$ cat src/rtl/feature_stream_pkg.sv
// Shared types and helpers for the feature stream split/concat blocks.
// Latency: n/a (types, constants and elaboration-time functions only).
// Backpressure: n/a.
package feature_stream_pkg;

    typedef enum logic [1:0] {
        IDLE  = 2'd0,
        SPLIT = 2'd1,
        DRAIN = 2'd2,
        DONE  = 2'd3
    } split_state_e;

    // Words in one frame of h rows, w columns and c channels per pixel.
    function automatic int total_words(input int h, input int w, input int c);
        return h * w * c;
    endfunction

    // Bits needed to count 0..n-1, never less than one.
    function automatic int cnt_width(input int n);
        return (n <= 1) ? 1 : $clog2(n);
    endfunction

endpackage

$ cat src/rtl/stream_out_reg.sv
// One-entry valid/ready output register (data plus valid).
// Latency: a load is visible on data/valid after the next clock edge.
// Backpressure: free = !valid || ready; load and drain may coincide (new data wins).
module stream_out_reg
    import feature_stream_pkg::*;
#(
    parameter int DATA_WIDTH = 16
) (
    input  logic                  clk,
    input  logic                  rst,
    input  logic                  load,
    input  logic [DATA_WIDTH-1:0] load_data,
    output logic [DATA_WIDTH-1:0] data,
    output logic                  valid,
    input  logic                  ready,
    output logic                  free
);

    assign free = !valid || ready;

    // Hold one word until the consumer takes it; a simultaneous load refills it.
    always_ff @(posedge clk) begin
        if (rst) begin
            data  <= '0;
            valid <= 1'b0;
        end else if (load) begin
            data  <= load_data;
            valid <= 1'b1;
        end else if (valid && ready) begin
            valid <= 1'b0;
        end
    end

endmodule

$ cat src/rtl/feature_split.sv
// Splits a pixel-major channel-interleaved stream: leading channels to out1, rest to out2.
// Latency: 1 cycle from input handshake to the selected output register.
// Backpressure: input stalls only while the current channel targets a full, unready output.
// Optional: define FEATURE_SPLIT_STATS_EN to add per-port word counters and a mismatch flag.
module feature_split
    import feature_stream_pkg::*;
#(
    parameter int HEIGHT        = 32,
    parameter int WIDTH         = 32,
    parameter int OUT1_CHANNELS = 512,
    parameter int OUT2_CHANNELS = 512,
    parameter int DATA_WIDTH    = 16
) (
    input  logic                  clk,
    input  logic                  rst,
    input  logic                  start,
    input  logic [DATA_WIDTH-1:0] feature_in,
    input  logic                  feature_valid_in,
    output logic                  feature_ready_in,
    output logic [DATA_WIDTH-1:0] feature_out1,
    output logic                  feature_valid1,
    input  logic                  feature_ready1,
    output logic [DATA_WIDTH-1:0] feature_out2,
    output logic                  feature_valid2,
    input  logic                  feature_ready2,
    output logic                  busy,
    output logic                  split_done
`ifdef FEATURE_SPLIT_STATS_EN
    ,
    output logic [31:0]           stat_words1,
    output logic [31:0]           stat_words2,
    output logic                  stat_mismatch
`endif
);

    localparam int C     = OUT1_CHANNELS + OUT2_CHANNELS;
    localparam int CH_W  = cnt_width(C);
    localparam int COL_W = cnt_width(WIDTH);
    localparam int ROW_W = cnt_width(HEIGHT);

    localparam logic [CH_W-1:0]  CH_LAST  = CH_W'(C - 1);
    localparam logic [CH_W-1:0]  CH_OUT2  = CH_W'(OUT1_CHANNELS);
    localparam logic [COL_W-1:0] COL_LAST = COL_W'(WIDTH - 1);
    localparam logic [ROW_W-1:0] ROW_LAST = ROW_W'(HEIGHT - 1);

    // A split with an empty side is meaningless; refuse to elaborate it.
    generate
        if (OUT1_CHANNELS < 1) begin : g_bad_out1
            $error("feature_split: OUT1_CHANNELS must be at least 1");
        end
        if (OUT2_CHANNELS < 1) begin : g_bad_out2
            $error("feature_split: OUT2_CHANNELS must be at least 1");
        end
    endgenerate

    split_state_e    state;
    split_state_e    state_next;
    logic [CH_W-1:0] ch;
    logic [COL_W-1:0] col;
    logic [ROW_W-1:0] row;
    logic            tgt1;
    logic            free1;
    logic            free2;
    logic            in_hs;
    logic            last_word;

    assign tgt1             = (ch < CH_OUT2);
    assign feature_ready_in = (state == SPLIT) && (tgt1 ? free1 : free2);
    assign in_hs            = feature_valid_in && feature_ready_in;
    assign last_word        = (row == ROW_LAST) && (col == COL_LAST) && (ch == CH_LAST);

    stream_out_reg #(.DATA_WIDTH(DATA_WIDTH)) u_out1 (
        .clk       (clk),
        .rst       (rst),
        .load      (in_hs && tgt1),
        .load_data (feature_in),
        .data      (feature_out1),
        .valid     (feature_valid1),
        .ready     (feature_ready1),
        .free      (free1)
    );

    stream_out_reg #(.DATA_WIDTH(DATA_WIDTH)) u_out2 (
        .clk       (clk),
        .rst       (rst),
        .load      (in_hs && !tgt1),
        .load_data (feature_in),
        .data      (feature_out2),
        .valid     (feature_valid2),
        .ready     (feature_ready2),
        .free      (free2)
    );

    // State register.
    always_ff @(posedge clk) begin
        if (rst) begin
            state <= IDLE;
        end else begin
            state <= state_next;
        end
    end

    // Next state and status outputs; DRAIN waits for both output registers to empty.
    always_comb begin
        state_next = state;
        busy       = 1'b0;
        split_done = 1'b0;
        case (state)
            IDLE: begin
                if (start) state_next = SPLIT;
            end
            SPLIT: begin
                busy = 1'b1;
                if (in_hs && last_word) state_next = DRAIN;
            end
            DRAIN: begin
                busy = 1'b1;
                if (!feature_valid1 && !feature_valid2) state_next = DONE;
            end
            DONE: begin
                split_done = 1'b1;
                state_next = IDLE;
            end
            default: state_next = IDLE;
        endcase
    end

    // Position counters: channel fastest, then column, then row; move only on accepted words.
    always_ff @(posedge clk) begin
        if (rst || (state == IDLE && start)) begin
            ch  <= '0;
            col <= '0;
            row <= '0;
        end else if (in_hs) begin
            if (ch == CH_LAST) begin
                ch <= '0;
                if (col == COL_LAST) begin
                    col <= '0;
                    row <= (row == ROW_LAST) ? '0 : row + 1'b1;
                end else begin
                    col <= col + 1'b1;
                end
            end else begin
                ch <= ch + 1'b1;
            end
        end
    end

`ifdef FEATURE_SPLIT_STATS_EN
    localparam logic [31:0] EXP_WORDS1 = 32'(total_words(HEIGHT, WIDTH, OUT1_CHANNELS));
    localparam logic [31:0] EXP_WORDS2 = 32'(total_words(HEIGHT, WIDTH, OUT2_CHANNELS));

    // Saturating per-port handshake counters, checked against the frame size at completion.
    always_ff @(posedge clk) begin
        if (rst || (state == IDLE && start)) begin
            stat_words1   <= '0;
            stat_words2   <= '0;
            stat_mismatch <= 1'b0;
        end else begin
            if (feature_valid1 && feature_ready1 && stat_words1 != '1)
                stat_words1 <= stat_words1 + 32'd1;
            if (feature_valid2 && feature_ready2 && stat_words2 != '1)
                stat_words2 <= stat_words2 + 32'd1;
            if (state == DONE)
                stat_mismatch <= (stat_words1 != EXP_WORDS1) || (stat_words2 != EXP_WORDS2);
        end
    end
`endif

endmodule

$ cat config.mk
export PLATFORM = sky130hd
export DESIGN_NAME = feature_split
export DESIGN_NICKNAME = d
export VERILOG_FILES = /design/src/rtl/feature_stream_pkg.sv /design/src/rtl/stream_out_reg.sv /design/src/rtl/feature_split.sv
export SDC_FILE = /design/constraint.sdc
export NUM_CORES = 1
export LEC_CHECK = 0
export ABC_AREA = 1
export CAP_MARGIN = 5
export CORE_MARGIN = 4
export CORE_UTILIZATION = 49
export CTS_CLUSTER_DIAMETER = 80
export DETAILED_ROUTE_END_ITERATION = 10
export PLACE_DENSITY = 0.88
export SETUP_SLACK_MARGIN = 0.2
export SLEW_MARGIN = 10
export SYNTH_ARGS = -nofsm -noshare
export SYNTH_HDL_FRONTEND = slang
export SYNTH_SLANG_ARGS = --single-unit
export TNS_END_PERCENT = 20
$ cat constraint.sdc
create_clock -name clk -period 1.9 [get_ports clk]
set_input_delay 0.285 -clock clk [delete_from_list [all_inputs] [get_ports clk]]
set_output_delay 0.285 -clock clk [all_outputs]
set_load 0.01 [all_outputs]
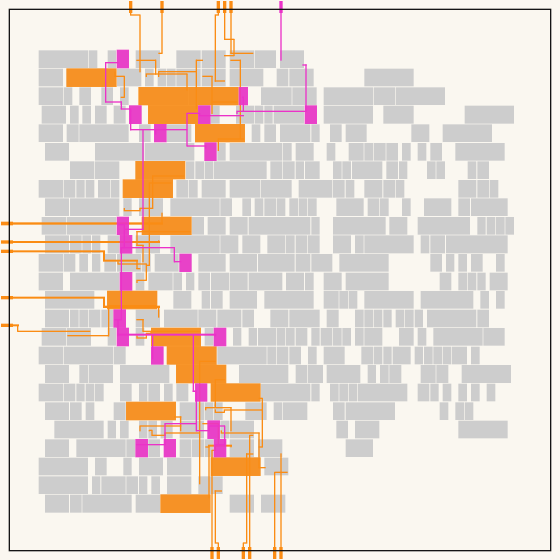
Fig. 1. Nets reached from selected ports (run 1).
legend:
  magenta:
    port: rst
    bits: 1
    direction: input
    end_cells: 20
    buffers: 2
    wire: 169 µm
  orange:
    port: feature_out2
    bits: 16
    direction: output
    end_cells: 16
    buffers: 16
    wire: 476 µm

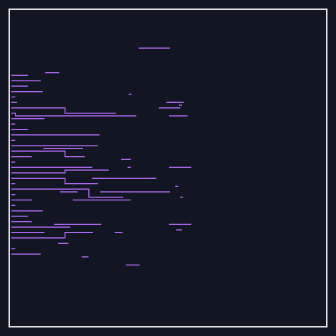
Fig. 2. The metal 3 layer (run 1).
main direction: horizontal
nets with wire on the layer: 48
longest straight run: 30.1 µm

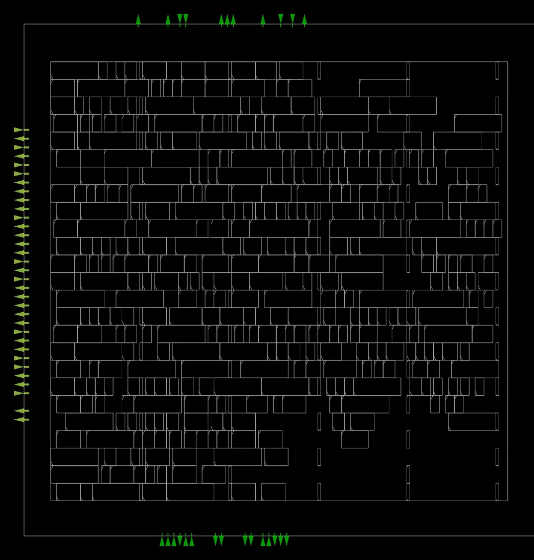
Fig. 3. Cell placement (run 1).
CORE AREA: 4817 µm²
fill count: 394
non-filler cells, final: 473
row count: 25

==> changes_impl.md, run 1 <==
### Implementation results

- Outcome: complete, no violations
- DRT antenna net count: 0
- Combinational share of power: 30.7%
- Diode count: 0
- Combinational gate power: 0.905 mW
- DRC: 0
- Top class by area: multi-input combinational cells
- DRT Pass-1 Iters: 4
- Delay-heaviest family, CP: flip-flops
- Clock tree sinks: 56
- Buffering overhead: 22.34%
- # Cells Yosys: 330
- Pre-Place Util: 51.69%
- Worst Hold Class: flip-flop to flip-flop
- Chip area: 6286 µm²
- Max VDD drop: 0.6218 mV
- Num ports: 59
- Top flop regs: u_out1.data x16, u_out2.data x16, ch x10
- CP max-delay cell: dfxtp_2
- Port Buf Inserts: 58
- Distinct lib cells: 29
- Tool Warnings: 32
- CTS Hold Bufs: 0
- Fin worst setup slack: 212.1 ps
- Syn_area_per_cell: 7.545 µm²
- Met3 Wirelength: 458 µm
- Num CTS Buffers: 5
- Dominant logic cell types in the final layout: nor2_1, clkdlybuf4s50_1, nand2_1
- GR peak layer: met2
- Root Driver: clkbuf_8
- Design Area, Final: 3417 µm²
- Max clock buf depth: 2
- Placed Cells: 456
- Hold Startpoint: u_out2.data[0]
- Signal buffers: 80
- Area of placed instances: 3191 µm²
- Pleak: 1.390 nW
- Final WL: 6.479 mm
- NumNets Final: 437
- Startpoint types: flip-flop
- WHS: 470.7 ps
- Reg clk slew, reported paths: 110 ps
- GPL Wtd Cong: 0.8056
- Clock group: 0.677 mW
- Clock power frac: 23.0%
- Buf/Inv on CP: 2
- Metal1 wirelength: 2.594 mm
- Combinational share of cell area: 36.58%
- CP Depth: 3
- XOR/XNOR Area Share: 1.055%
- Worst slack, placed: -29.85 ps
- Post-CTS Setup Inserts: 0
- Critical R2R Capture: state[0]
- CP arrival: 1400 ps
- Clock buf/inv share: 2.636%
- Most frequent logic cell in the layout: nor2_1
- Drt initial violations: 124
- Multi-In Gates: 235
- Tcrit/Tclk final: 88.84%
- Sw Share: 32.15%
- Met3 GRT Util: 7.483%
- Chip Width: 79.29 µm
- Taps Inserted: 67
- Type of destination of the critical path: output port
- Worst skew pair latency: 320 ps
- Vias in the first global route: 2,299
- FF-to-FF Start: row[0]
- WP data required: 1620 ps
- RSZ-0062 raised after global routing: true
- NetSw: 0.9462 mW
- PnR Total Power: 2.943 mW
- Finished Core Util: 70.94%
- First-pass GRT wire length: 10.21 mm
- Syn_nets: 362
- # resized after CTS: 5
- Top comb family, area: simple AND/OR/NAND/NOR gates
- Avg WL per Cell: 13.70 µm
- Dpl hpwl: 4.460 mm
- Layout area overhead: 37.24%
- # setup viols final: 0
- Max Used Layer: met4
- Yosys stat area: 2490 µm²
- Rel. slew slack: 68.68%
- Clk_skew: 15.65 ps
- Hold Vio Cnt, Final: 0
- Pwr/cell area: 861.4 nW/µm²
- Met1 Use GR: 22.62%
- Mux frac, synth: 0%
- Via count: 2,423
- Warnings, synthesis: 0
- Simple share: 30.95%
- Max-cap violations: 0
- Register-to-register setup slack: 280 ps
- Slew Viols, Final: 0
- Met2 global-route usage: 34.85%
- Seq/Total Area, Yosys: 45.03%
- Largest net degree at the start of global routing: 19
- Seq/total area: 32.99%
- Share of cells above drive strength 1: 13.79%
- Sequential Power: 1.36 mW
- F_max: 592.5 MHz
- DR WL met2: 3.298 mm
- Combinational Area: 1250 µm²
- #FFs+latches synth: 56
run 1: Yosys cell counts:
library cell,instances,area share [%]
nor2_1,60,9.0
buf_4,1,0.30
nand3_2,1,0.40
nand2_4,1,0.45
nor2_8,1,0.80
nor3_2,1,0.40
o21ai_0,20,4.0
o21a_1,1,0.30
nand4_2,1,0.50
nand2_2,3,0.75
nand2_1,54,8.1
inv_1,24,3.6
buf_6,1,0.45
xor2_1,3,1.1
nand4_1,3,0.75
nand3_4,1,0.70
nor3b_1,2,0.60
clkinv_2,1,0.20
nor2_2,3,0.75
buf_2,4,0.80
a21oi_1,35,7.0
nand3_1,26,5.2
and3_1,2,0.50
nor3_1,5,1.0
ha_1,10,5.0
dfxtp_1,56,45
clkbuf_1,6,0.90
inv_2,2,0.30
nor2_4,2,0.90
Fig. 4: run 1, sequential cells grouped by signal name
Other sequential cells in the stronger gray, the rest of the logic in the fainter gray.
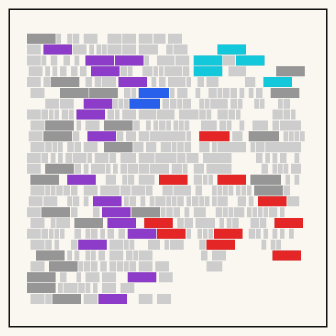

==> run 1 -> run 2 <==
Settings changed: CORE_UTILIZATION 49 to 53, PLACE_DENSITY 0.88 to 0.93, SETUP_SLACK_MARGIN 0.2 to 0.3.
Clock period 1.9 ns to 2.1 ns, I/O delays scaled along.
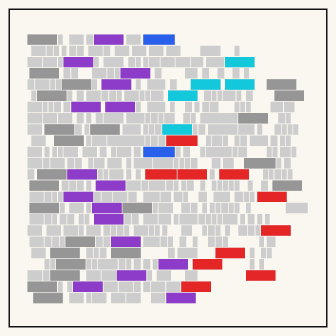
Fig. 5. Sequential cells grouped by signal name (run 2).
Other sequential cells in the stronger gray, the rest of the logic in the fainter gray.
legend:
  blue:
    signal: state
    sequential_cells: 2
  purple:
    signal: u_out2.data
    sequential_cells: 16
  cyan:
    signal: col
    sequential_cells: 5
  red:
    signal: ch
    sequential_cells: 10

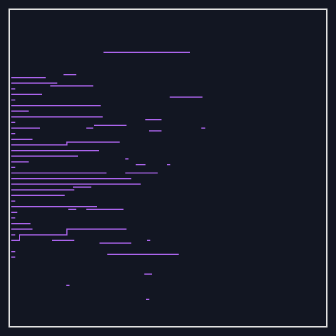
Fig. 6. The metal 3 layer (run 2).
final WL: 6.302 mm
met3 GRT Util: 8.038%
via count: 2,377

==> run 2 against run 1 <==
Net effect: synthesized cell count unchanged; routed wire length shrank 2.7%; count of clock-buffer cells in the layout unchanged; worst setup slack improved by 160 ps; global-route usage grew 1.3 points; utilization grew 2.9 points; area after synthesis unchanged; worst hold slack about the same; die area shrank 6.8%; largest cell class unchanged.
==> changes_impl.md, run 2 <==
### Implementation results

- Top cell type by total area after synthesis: dfxtp_1
- Post-synth area hogs: dfxtp_1, nor2_1, nand2_1
- Warnings, synthesis: 0
- Max clock buf depth: 2
- Worst skew pair latency: 320 ps
- CORE AREA: 4444 µm²
- GPL Wtd Cong: 0.8348
- Vias in the first global route: 2,371
- Clk_skew: 13.13 ps
- Avg WL per Cell: 14.19 µm
- Combinational Area: 1242 µm²
- Yosys stat area: 2490 µm²
- Most frequent CP cell: inv_1
- Fill count: 310
- Placed Cells: 435
- # resized after CTS: 5
- Root Driver: clkbuf_8
- Seq/Total Area, Yosys: 45.03%
- Rel. slew slack: 68.76%
- Slew Viols, Final: 0
- Pwr/cell area: 795.3 nW/µm²
- Dpl hpwl: 4.526 mm
- Delay-heaviest family, CP: buffers and inverters
- Syn_area_per_cell: 7.545 µm²
- Diode count: 0
- NumNets Final: 423
- Number of enable flip-flop cells: 0
- Area of placed instances: 3127 µm²
- Max-cap violations: 0
- XOR/XNOR Area Share: 1.055%
- CP max-delay cell: dfxtp_2
- AND-OR/OR-AND share of the synthesized area: 11.36%
- # setup viols final: 0
- Startpoint types: flip-flop
- Chip area: 5858 µm²
- Tcrit/Tclk final: 82.14%
- Largest net degree at the start of global routing: 19
- Fin worst setup slack: 375.0 ps
- Reg clk slew, reported paths: 110 ps
- Hold Startpoint: u_out2.data[12]
- WP data required: 1780 ps
- FF-to-FF Start: col[0]
- DRC: 0
- First-pass GRT wire length: 10.49 mm
- RSZ-0062 raised after global routing: true
- Cell with the most instances after synthesis: nor2_1
- Dominant logic cell types in the final layout: nor2_1, clkdlybuf4s50_1, nand2_1
- PnR Total Power: 2.608 mW
- DRT Pass-1 Iters: 4
- Top-area cell share: 45.03%
- Ys async rst share: 0%
- F_max: 579.7 MHz
- Hold Vio Cnt, Final: 0
- Top comb family, area: simple AND/OR/NAND/NOR gates
- Share of cells above drive strength 1: 10.71%
- Buf/Inv on CP: 3
- DRT antenna net count: 0
- Worst slack, placed: 100.3 ps
- WHS: 470.2 ps
- Layout area overhead: 31.71%
- Num CTS Buffers: 5
- CP arrival: 1410 ps
- Post-CTS Setup Inserts: 0
- Synth top cells by count: nor2_1, dfxtp_1, nand2_1, a21oi_1, nand3_1
- Total global routing track utilization: 21.45%
- Outcome: complete, no violations
- Num ports: 59
- CP Depth: 5
- # Cells Yosys: 330
- Pleak: 1.304 nW
- Pre-Place Util: 56.02%
- Drt initial violations: 145
- Non-filler cells, final: 444
- Tool Warnings: 32
- Clock tree sinks: 56
- Distinct lib cells: 29
- CTS Hold Bufs: 0
- Simple share: 30.95%
- Chip Width: 76.54 µm
- Port Buf Inserts: 58
- Finished Core Util: 73.79%
- Critical R2R Capture: state[1]
- Ys flop type: dfxtp_1
- Type of destination of the critical path: output port
- Worst Hold Class: flip-flop to flip-flop
- Max VDD drop: 0.6728 mV
==> run 2: layout make-up <==
class	count	area share (%)
Multi-Input combinational cell	235	37.89
Sequential cell	56	34.38
Timing Repair Buffer	66	19.57
Inverter	27	3.129
Clock buffer	6	2.518
Tap cell	52	1.984
Clock inverter	2	0.5341
==> run 2: layer usage <==
metal	track usage, %	part of all wire [%]	wire [µm]
met3	8.038	7.0	443
met1	23.16	40	2500
met2	38.14	51	3220
met4	7.609	2.2	137
met5	0	0	0
==> run 2: power by group <==
| group | total (mW) | internal, mW | leakage, nW | switching, mW |
|---|---|---|---|---|
| clock | 0.646 | 0.277 | 0.0522 | 0.369 |
| combinational | 0.727 | 0.334 | 0.796 | 0.393 |
| sequential | 1.24 | 1.16 | 0.455 | 0.0745 |
| total | 2.61 | 1.77 | 1.30 | 0.836 |
Fig. 7: run 2, nets reached from selected ports
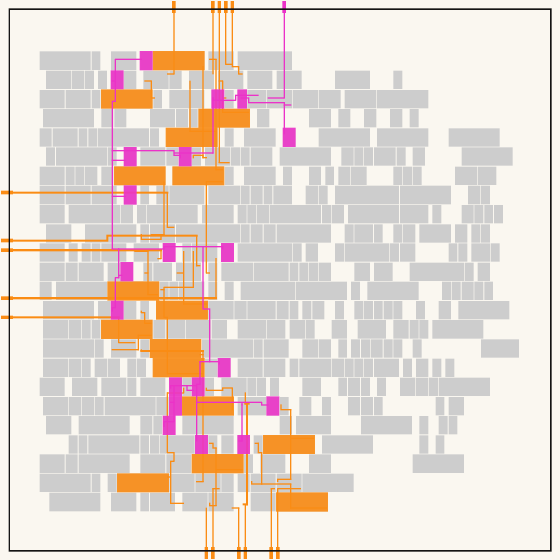

==> run 2 -> run 3 <==
Settings changed: CORE_UTILIZATION 53 to 49, PLACE_DENSITY 0.93 to 0.88.
Clock period 2.1 ns to 1.65 ns, I/O delays scaled along.
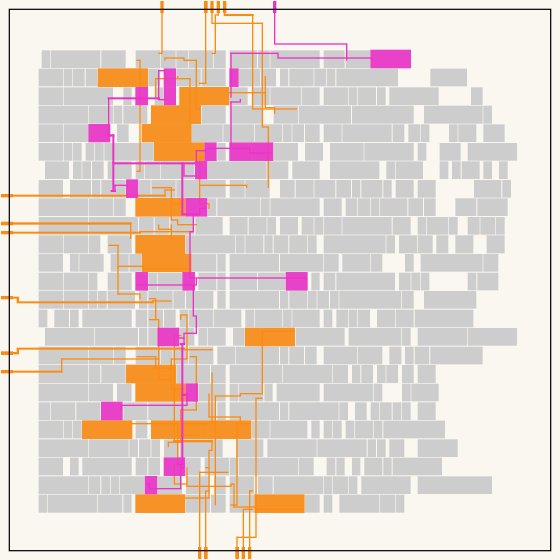
Fig. 8. Nets reached from selected ports (run 3).
num ports: 59
Port Buf Inserts: 58

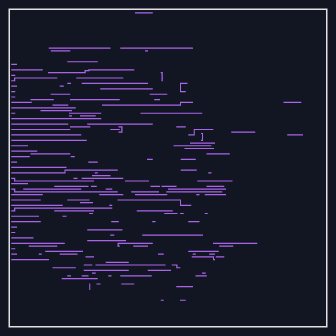
Fig. 9. The metal 3 layer (run 3).
wire length on this layer: 1,010 µm
main direction: horizontal
nets with wire on the layer: 107

==> run 3 against run 2 <==
Net effect: area after synthesis did not move; cell count increased by 12%; critical endpoint is now col[1]; synthesized cell count unchanged; global-route usage increased by 7.8 points; total power up 61%; sequential power is 28% higher; worst hold slack improved by 9.8 ps; the run now ends with negative setup slack left; register-to-register slack worse by 460 ps; via count grew 25%; count of clock-buffer cells in the layout unchanged.
==> changes_impl.md, run 3 <==
### Implementation results

- Critical path class: flip-flop to flip-flop
- Finished Core Util: 85.32%
- Hold Vio Cnt, Final: 0
- Yosys stat area: 2490 µm²
- Critical R2R Capture: col[1]
- Internal: 2.775 mW
- Post-synth area hogs: dfxtp_1, nor2_1, nand2_1
- CTS Hold Bufs: 0
- Seq pwr share: 37.7%
- AND-OR/OR-AND share of the synthesized area: 11.36%
- # resized after CTS: 57
- CORE AREA: 4817 µm²
- Startpoint types: flip-flop
- Type of destination of the critical path: flip-flop
- Dpl hpwl: 4.827 mm
- Post-CTS Setup Inserts: 17
- DRT antenna net count: 0
- NetSw: 1.431 mW
- Clock tree sinks: 56
- Worst skew pair latency: 320 ps
- Combinational share of power: 39.8%
- Top flop regs: u_out1.data x16, u_out2.data x16, ch x10
- XOR/XNOR Area Share: 1.055%
- Tcrit/Tclk final: 100.2%
- Final WL: 10.49 mm
- Pwr/cell area: 1023 nW/µm²
- PnR Total Power: 4.205 mW
- Top pwr grp: combinational logic
- Row count: 25
- Worst Hold Class: flip-flop to flip-flop
- Pleak: 1.584 nW
- FF-to-FF Start: ch[9]
- Slew Viols, Final: 0
- Number of enable flip-flop cells: 0
- Pre-Place Util: 51.69%
- Share of cells above drive strength 1: 34.80%
- GR peak layer: met2
- Simple share: 30.95%
- Distinct lib cells: 29
- NumNets Final: 462
- Clk_skew: 4.561 ps
- Num CTS Buffers: 5
- First-pass GRT wire length: 14.14 mm
- Synth top cells by count: nor2_1, dfxtp_1, nand2_1, a21oi_1, nand3_1
- # Cells Yosys: 330
- Via count: 2,981
- DRC: 0
- RSZ-0062 raised after global routing: true
- Non-filler cells, final: 498
- Placed Cells: 463
- # setup viols final: 1
- Sequential Power: 1.59 mW
- Largest net degree at the start of global routing: 19
- Total global routing track utilization: 29.29%
- Mux frac, synth: 0%
- Reg clk slew, reported paths: 100 ps
- GPL Wtd Cong: 0.7900
- Max clock buf depth: 2
- Failing checks: negative setup slack
- Met3 GRT Util: 8.730%
- Worst slack, placed: -214.8 ps
- Syn_area_per_cell: 7.545 µm²
- Diode count: 0
- Fin worst setup slack: -3.886 ps
- Cell with the most instances after synthesis: nor2_1
- WP data required: 1890 ps
- Area of placed instances: 3349 µm²
- Ys async rst share: 0%
- Avg WL per Cell: 21.06 µm
- Max-cap violations: 0
- #FFs+latches synth: 56
- Register-to-register setup slack: -4 ps
- F_max: 604.6 MHz
- DRT Pass-1 Iters: 5
- Clock group: 0.944 mW
- Seq/Total Area, Yosys: 45.03%
- Design Area, Final: 4110 µm²
- Fill count: 224
- Vias in the first global route: 2,838
- WHS: 480.0 ps
- Hold Startpoint: u_out2.data[13]
- Drt initial violations: 257
- Warnings, synthesis: 0
- Top-area cell share: 45.03%
- CP arrival: 1900 ps
- Layout area overhead: 65.08%
- Outcome: finished with violations
- Sw Share: 34.02%
- Met2 global-route usage: 53.37%
- Top comb family, area: simple AND/OR/NAND/NOR gates
- Top cell type by total area after synthesis: dfxtp_1
- Clock power frac: 22.4%
- Tool Warnings: 34
- Root Driver: clkbuf_8
- Syn_nets: 362
- Rel. slew slack: 56.40%
- Dominant logic cell types in the final layout: clkdlybuf4s50_1, nor2_1, dfxtp_1
- Chip Width: 79.29 µm
## run 3: cell counts after synthesis
No cell type changed its count.
## run 3: final cells by class
class | count | area [µm²] | share of cell area, %
Timing Repair Buffer | 104 | 1046 | 25.45
Tap cell | 67 | 83.83 | 2.040
Clock inverter | 2 | 38.79 | 0.9437
Clock buffer | 6 | 72.57 | 1.766
Multi-Input combinational cell | 236 | 1610 | 39.18
Sequential cell | 56 | 1145 | 27.85
Inverter | 27 | 113.9 | 2.770
## run 3: critical path, cell delays in order (launching register included)
cell and delay, ps:
dfxtp_4 420, buf_8 190, nand2_1 110, inv_1 130, nand3_4 140, nor2_8 220
buf_4 140, nand3_1 60, a21oi_1 160
## run 3: per-layer routing
metal  share of wire (%)  wire length, µm
met3                 9.6             1004
met1                  35             3704
met4                 6.3              662
met2                  49             5118
met5                   0                0
Power figures rest on the tool's default switching activity, not on a simulated workload.
